run_1/ff_map.png
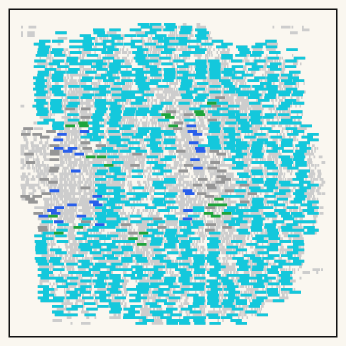
run_1/m1.png
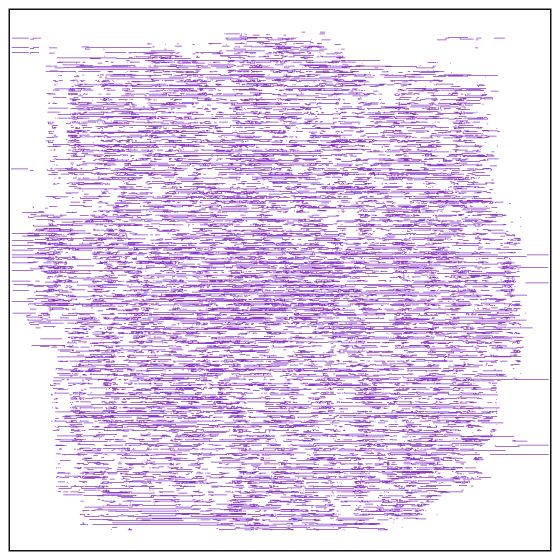
run_1/m2.png
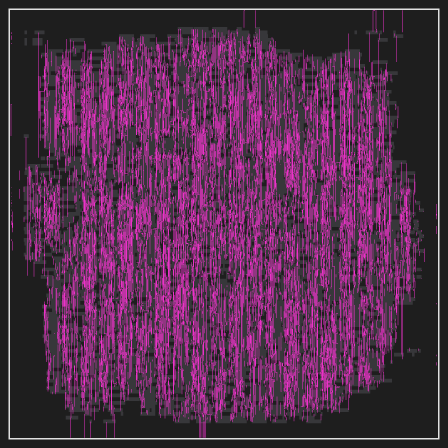
run_1/util_map.png
The die is cut into 31 by 31 equal tiles; white is low, dark blue is high, 0 to 100% covered.
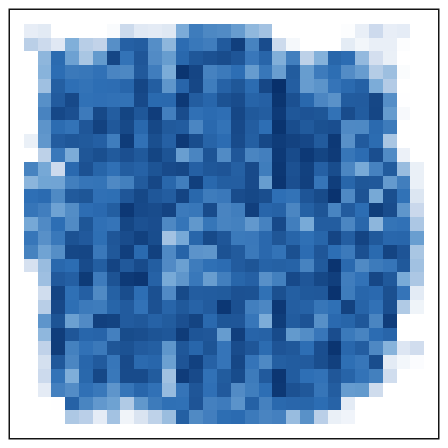
==> config.mk <==
export PLATFORM = sky130hd
export DESIGN_NAME = queue_desc_buffer
export DESIGN_NICKNAME = d
export VERILOG_FILES = /design/src/rtl/tsn_queue_pkg.sv /design/src/rtl/desc_fifo.sv /design/src/rtl/queue_desc_buffer.sv
export SDC_FILE = /design/constraint.sdc
export NUM_CORES = 1
export LEC_CHECK = 0
export ABC_AREA = 1
export CORE_MARGIN = 10
export CORE_UTILIZATION = 56
export CTS_BUF_LIST = sky130_fd_sc_hd__clkbuf_16
export DETAILED_ROUTE_END_ITERATION = 16
export PLACE_DENSITY = 0.75
export SLEW_MARGIN = 10
export SYNTH_ARGS = -nofsm -noshare
export SYNTH_HDL_FRONTEND = slang
export SYNTH_SLANG_ARGS = --single-unit
export TNS_END_PERCENT = 1
==> constraint.sdc <==
create_clock -name clk_in -period 2.5 [get_ports clk_in]
set_input_delay 0.5 -clock clk_in [delete_from_list [all_inputs] [get_ports clk_in]]
set_output_delay 0.5 -clock clk_in [all_outputs]
set_load 0.005 [all_outputs]
==> results.ini, run 1 <==
[clock_network]
clock_sinks=1149
htree_levels=3
cts_buffer_depth=3
clk_pin_slew_ns=0.06

[finish]
drive_gt1_share_pct=14.0
fill_cells=5946
mi_logic_area_sq_um=13600
num_antenna_cells=0
stdcell_count=5998
largest_reg_flops=1024

[power]
power_leader=registers
p_sw_share_pct=35.6
pwr.group.clock_mw=17.4
pwr-share-clk_pct=29.4
intPower_mw=38.2
p_per_area_nw_per_um2=1030
combPwrFrac_pct=32.9
switchingPower_mw=21.2
finalPower_mw=59.4
static-leakage-power_nw=22.5
p_comb_mw=19.5
pwr-share-seq_pct=37.7

[global_routing]
busiest_layer=met2
grt.overflow.total=0
grt_usage_pct=26.0
grtUsageMet3_pct=5.76
grt_pass1_vias=33180
grt_max_degree=126
antenna_found_initial=3
grt_pass1_wl_mm=197

[place]
place_area_sq_um=52900
place_ws_ns=-0.667
place_inst=5770
io_buffers=76
place.gp.congestion=0.952

[drt]
drt-met1-wl_mm=51.7
viasPerCell=5.73
drc=0
routed-wl-met3_mm=13.8
drt_iter0_drc=4147
wl_met2_mm=60.6
top_layer_used=met5
drt_first_pass_iters=6
ant_nets=0

[yosys]
async_flop_share_pct=10.9
top_cell=nand2_1
netlist_instances=4486
ys_seq_share_pct=69.8
yosysUniqueCellTypes=31
netlist_top_cells_area=edfxtp_1, nand2_1, nand3_1
yosysWarningCount=0
netlist.area_leader.share_pct=63.4
flop_cell=edfxtp_1
ys_ff=1149
ys_area_sq_um=48500
yosys.area.top_type=edfxtp_1

[final_timing]
period_needed_ns=2.57
maxSlewHeadroom_pct=41.3
slew_violations=0
max_freq_mhz=389
rsz0062_at_grt=yes
setup_violations=1
final.setup_skew_ns=0.0338
worst_pin_slew_ns=0.880
fin_ws_ns=-0.0686
hold-worst-slack_ns=0.221

[setup_path]
cp_data_required_time_ns=3.06
r2r_slack_ns=-0.07
startpoint_type=flip-flop
r2r_cells=17
crit_type=reg -> reg
cp.arrival_ns=3.13

[min_path]
worstHoldPathCells=1
hold_path_class=in -> reg

[die]
io_pins=77
die-height_um=314
die-area_sq_um=98800
die_x_um=314
num_rows=107

[run]
openroad.warnings=47

[run_status]
run_status=complete, but fails checks
violations=setup timing

-- ff_map.png (at the start) --
name in the netlist	color	flops
`g_q.u_fifo.wr_ptr`	green	24
`g_q.u_fifo.mem`	cyan	1,024
`g_q.u_fifo.count`	blue	32
Core Util, Final: 67.5%
Seq/total area: 58.7%
Reg area: 33,900 sq um
Flop+latch power: 22.4 mW

-- m1.png (at the start) --
wire length on this layer	51.7 mm
main direction	horizontal
share of all routed wire	40%
via count of the routed design: 34,366
final wirelength: 131 mm
met1 Usage GRT: 35.5%

-- m2.png (at the start) --
nets with wire on the layer	3,617
longest straight run	103 um
met2 Usage GRT: 40.8%

-- util_map.png (at the start) --
tiles over 75% full	43%
emptiest ninth of the die	upper right
mean over tiles	57%
nearly empty tiles	20%
fullest tile	100%
Core ar.: 85,500 sq um
fp util: 56.7%

==> run 1: critical path, cell delays in order, from the launching register on <==
cell and delay [ns]:
dfrtp_1 0.39, inv_2 0.10, ha_4 0.16, inv_4 0.04
nor3_4 0.38, nand2_1 0.12, o21ai_2 0.08, nor2_2 0.07
nand2_2 0.08, nor2_4 0.05, buf_6 0.15, nand2_4 0.08
inv_4 0.04, ha_4 0.23, a21oi_2 0.13, o21ai_2 0.09
xor2_1 0.19, inv_1 0.06
==> run 1: repair_timing <==
item                        CTS  global route
pin swaps                    12            31
hold buffers                  1             0
resized                     151            90
setup endpoints to repair  1051          1060
cloned                        5             1
hold endpoints to repair     41             0
setup buffers                 4             8
==> run 1: cell usage in the layout (no fill, tap or decap), types with 18 or more instances in the layout <==
cell,netlist,final
nand3_1,716,699
nand2_1,1402,1388
nor2_1,381,319
xnor2_1,26,21
o21ai_1,2,22
inv_2,10,18
ha_1,49,39
edfxtp_1,1024,1024
inv_1,217,217
o21ai_0,185,160
xor2_1,35,35
clkdlybuf4s50_1,0,58
dfrtp_1,125,117
nor2_2,0,45
clkinv_1,13,36
buf_12,0,80
buf_4,2,199
nor2_4,1,18
bufinv_16,0,18
clkinv_2,0,23
clkbuf_16,0,116
==> run 1: cell type report <==
cell class              instances  share of cell area [%]
multi-input cells            2877                    23.6
clock inverters                97                    1.66
well taps                    1144                    2.48
flip-flops and latches       1149                    58.7
inverters                     240                    1.60
repair buffers                376                    7.02
clock buffers                 115                    4.98
==> run 1: kinds of logic after synthesis <==
family,count (synthesis),synth area share (%)
adders and majority gates,49,1.26
and+or+nand+nor,2561,22.1
buffers and inverters,460,3.61
xor gates and xnor gates,61,1.10
AOI/OAI and AO/OA,206,2.15
DFF,1149,69.8
==> run 1 -> run 2 <==
--- a/config.mk
+++ b/config.mk
@@ -7,12 +7,13 @@
 export LEC_CHECK = 0
 export ABC_AREA = 1
 export CORE_MARGIN = 10
-export CORE_UTILIZATION = 56
+export CORE_UTILIZATION = 57
 export CTS_BUF_LIST = sky130_fd_sc_hd__clkbuf_16
 export DETAILED_ROUTE_END_ITERATION = 16
-export PLACE_DENSITY = 0.75
+export PLACE_DENSITY = 0.76
 export SLEW_MARGIN = 10
 export SYNTH_ARGS = -nofsm -noshare
 export SYNTH_HDL_FRONTEND = slang
+export SYNTH_HIERARCHICAL = 1
 export SYNTH_SLANG_ARGS = --single-unit
 export TNS_END_PERCENT = 1
run_2/placed.png
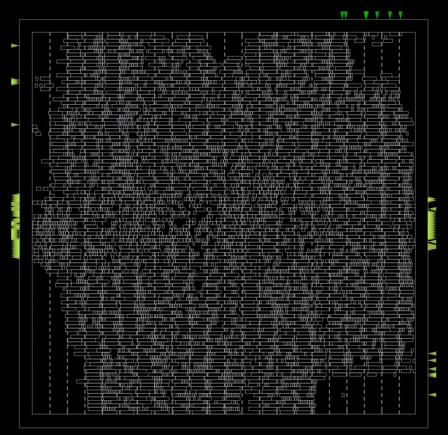
Core Util, Final: 67.5%
non-filler instance count after layout: 7,108
Seq/total area: 55.0%

==> run 2 against run 1 <==
Net effect:
- the flow still finishes with violations (setup timing)
- sequential power down 5%
- utilization about the same
- maximum frequency decreased by 2.0%
- combinational power shrank 85%
- total power fell by 31%
- critical path type unchanged
- critical endpoint is now g_q[7].u_fifo/count[2]
- highest routed layer unchanged
==> results.ini, run 2 <==
[yosys]
yosysWarningCount=6  ; +6
ys_area_sq_um=52300  ; +7.7%
async_flop_share_pct=10.9  ; unchanged
netlist_instances=5529  ; +23%
ys_seq_share_pct=64.8  ; -5.0 points
netlist_top_cells_area=edfxtp_1, nand2_1, nor2_1
yosys.area.top_type=edfxtp_1
ys_ff=1149  ; unchanged
flop_cell=edfxtp_1
top_cell=nand2_1

[finish]
lay_top_count=nand2_1
inv_count=622  ; +160%
comb_cells=3527  ; +23%
mi_logic_area_sq_um=15800  ; +16%
num_antenna_cells=1  ; +1
seq_cells=1149  ; unchanged
n_clock_buffer=113  ; -1.7%
comb_area_share_pct=25.6  ; +2.0 points
bufAreaShareNonClock_pct=7.38  ; +0.36 points
largest_reg_flops=1024  ; unchanged
fill_cells=6642  ; +12%
ff_latch_area_sq_um=33900  ; about the same

[drt]
routed-wl-met3_mm=11.8  ; -15%
drt_iter0_drc=4172  ; +0.60%
drt-met1-wl_mm=53.7  ; +3.9%
top_layer_used=met5
num_vias=37988  ; +11%
ant_nets=0  ; unchanged

[final_timing]
max_freq_mhz=382  ; -2.0%
rsz0062_at_grt=yes
fin_ws_ns=-0.121  ; -0.0523 ns
final.setup_skew_ns=0.0264  ; -0.00742 ns
setup_violations=143  ; +142
worst_pin_slew_ns=0.866  ; -0.0147 ns

[die]
die_x_um=323  ; +2.7%
initial_utilization_pct=57.2  ; +0.48 points
die-height_um=323  ; +2.7%
io_pins=77  ; unchanged
core_sq_um=91400  ; +6.8%
tap_cells=1186  ; +3.7%

[setup_path]
startpoint_type=flip-flop
cp_slowest_stage_delay_ns=0.38  ; about the same
r2r_cells=19  ; +2
r2r_slack_ns=-0.12  ; -0.05 ns
cp_data_required_time_ns=3.11  ; +0.05 ns
cp.arrival_ns=3.23  ; +0.10 ns

[run_status]
violations=setup timing
run_status=complete, but fails checks

[clock_network]
clock_sinks=1149  ; unchanged
cts_buffer_depth=3  ; unchanged

[place]
place.gp.congestion=0.927  ; -2.7%
place_area_sq_um=57600  ; +8.8%
place_inst=6888  ; +19%

[min_path]
hold_path_class=in -> async

[run]
openroad.warnings=30  ; -36%

[power]
static-leakage-power_nw=26.0  ; +16%
p_per_area_nw_per_um2=664  ; -35%

[global_routing]
grt_pass1_vias=36585  ; +10%
grt.overflow.total=0  ; unchanged
antenna_found_initial=6  ; +3

==> run 2: cell types whose count changed in the layout (fill, tap and decap cells not counted), sizes merged, moves of 13 or more <==
cell,previous run,this run
a21oi,15,1
buf,316,364
clkinv,65,43
inv,246,648
nand2,1403,1968
nand3,716,55
nand4,16,39
nor2,383,1058
nor3,25,71
o22ai,0,32
xor2,35,22
==> run 2: timing repair <==
item / CTS / global route
endpoints found under the setup margin: 792 / 927
setup buffers: 9 / 8
gates cloned: 1 / 0
hold buffers: 1 / 0
hold endpoints to repair: 10 / 0
gates resized: 52 / 66
pin swaps: 15 / 23
==> run 2: stage by stage <==
| stage | setup TNS (ns) | setup WS, ns |
|---|---|---|
| floorplan | -112.85 | -0.185 |
| global placement | -525.50 | -0.723 |
| detailed placement | -551.52 | -0.758 |
| CTS | -1.45 | -0.0711 |
| global route | -33.48 | -0.275 |
| finish | -5.64 | -0.121 |
==> run 2: metal layers <==
metal	vias to the layer above	global-route usage [%]
met5	-	0
met4	6	11.4
met3	330	3.94
met2	1654	43.7
met1	17925	34.2
li1	18073	-
==> run 2: report_power, final <==
part | internal (mW) | total [mW] | switching [mW]
clock network | 9.77 | 16.7 | 6.96
registers | 21.1 | 21.3 | 0.270
logic | 0.969 | 2.86 | 1.89
==> run 2: cells by family after synthesis <==
kind of cell               share of synthesized area, %
and+or+nand+nor                                    23.8
DFF                                                64.8
buffers and inverters                              6.91
AOI/OAI and AO/OA                                  2.20
xor gates and xnor gates                          0.938
adders and majority gates                          1.29
==> run 2: critical path, delay by kind of cell (launching register included) <==
kind	cells	cell delay, ns
buffers and inverters	7	0.51
DFF	1	0.37
adders and majority gates	2	0.54
and+or+nand+nor	8	0.87
xor gates and xnor gates	1	0.15
AOI/OAI and AO/OA	1	0.11
Power is estimated from default activity; no workload was simulated.
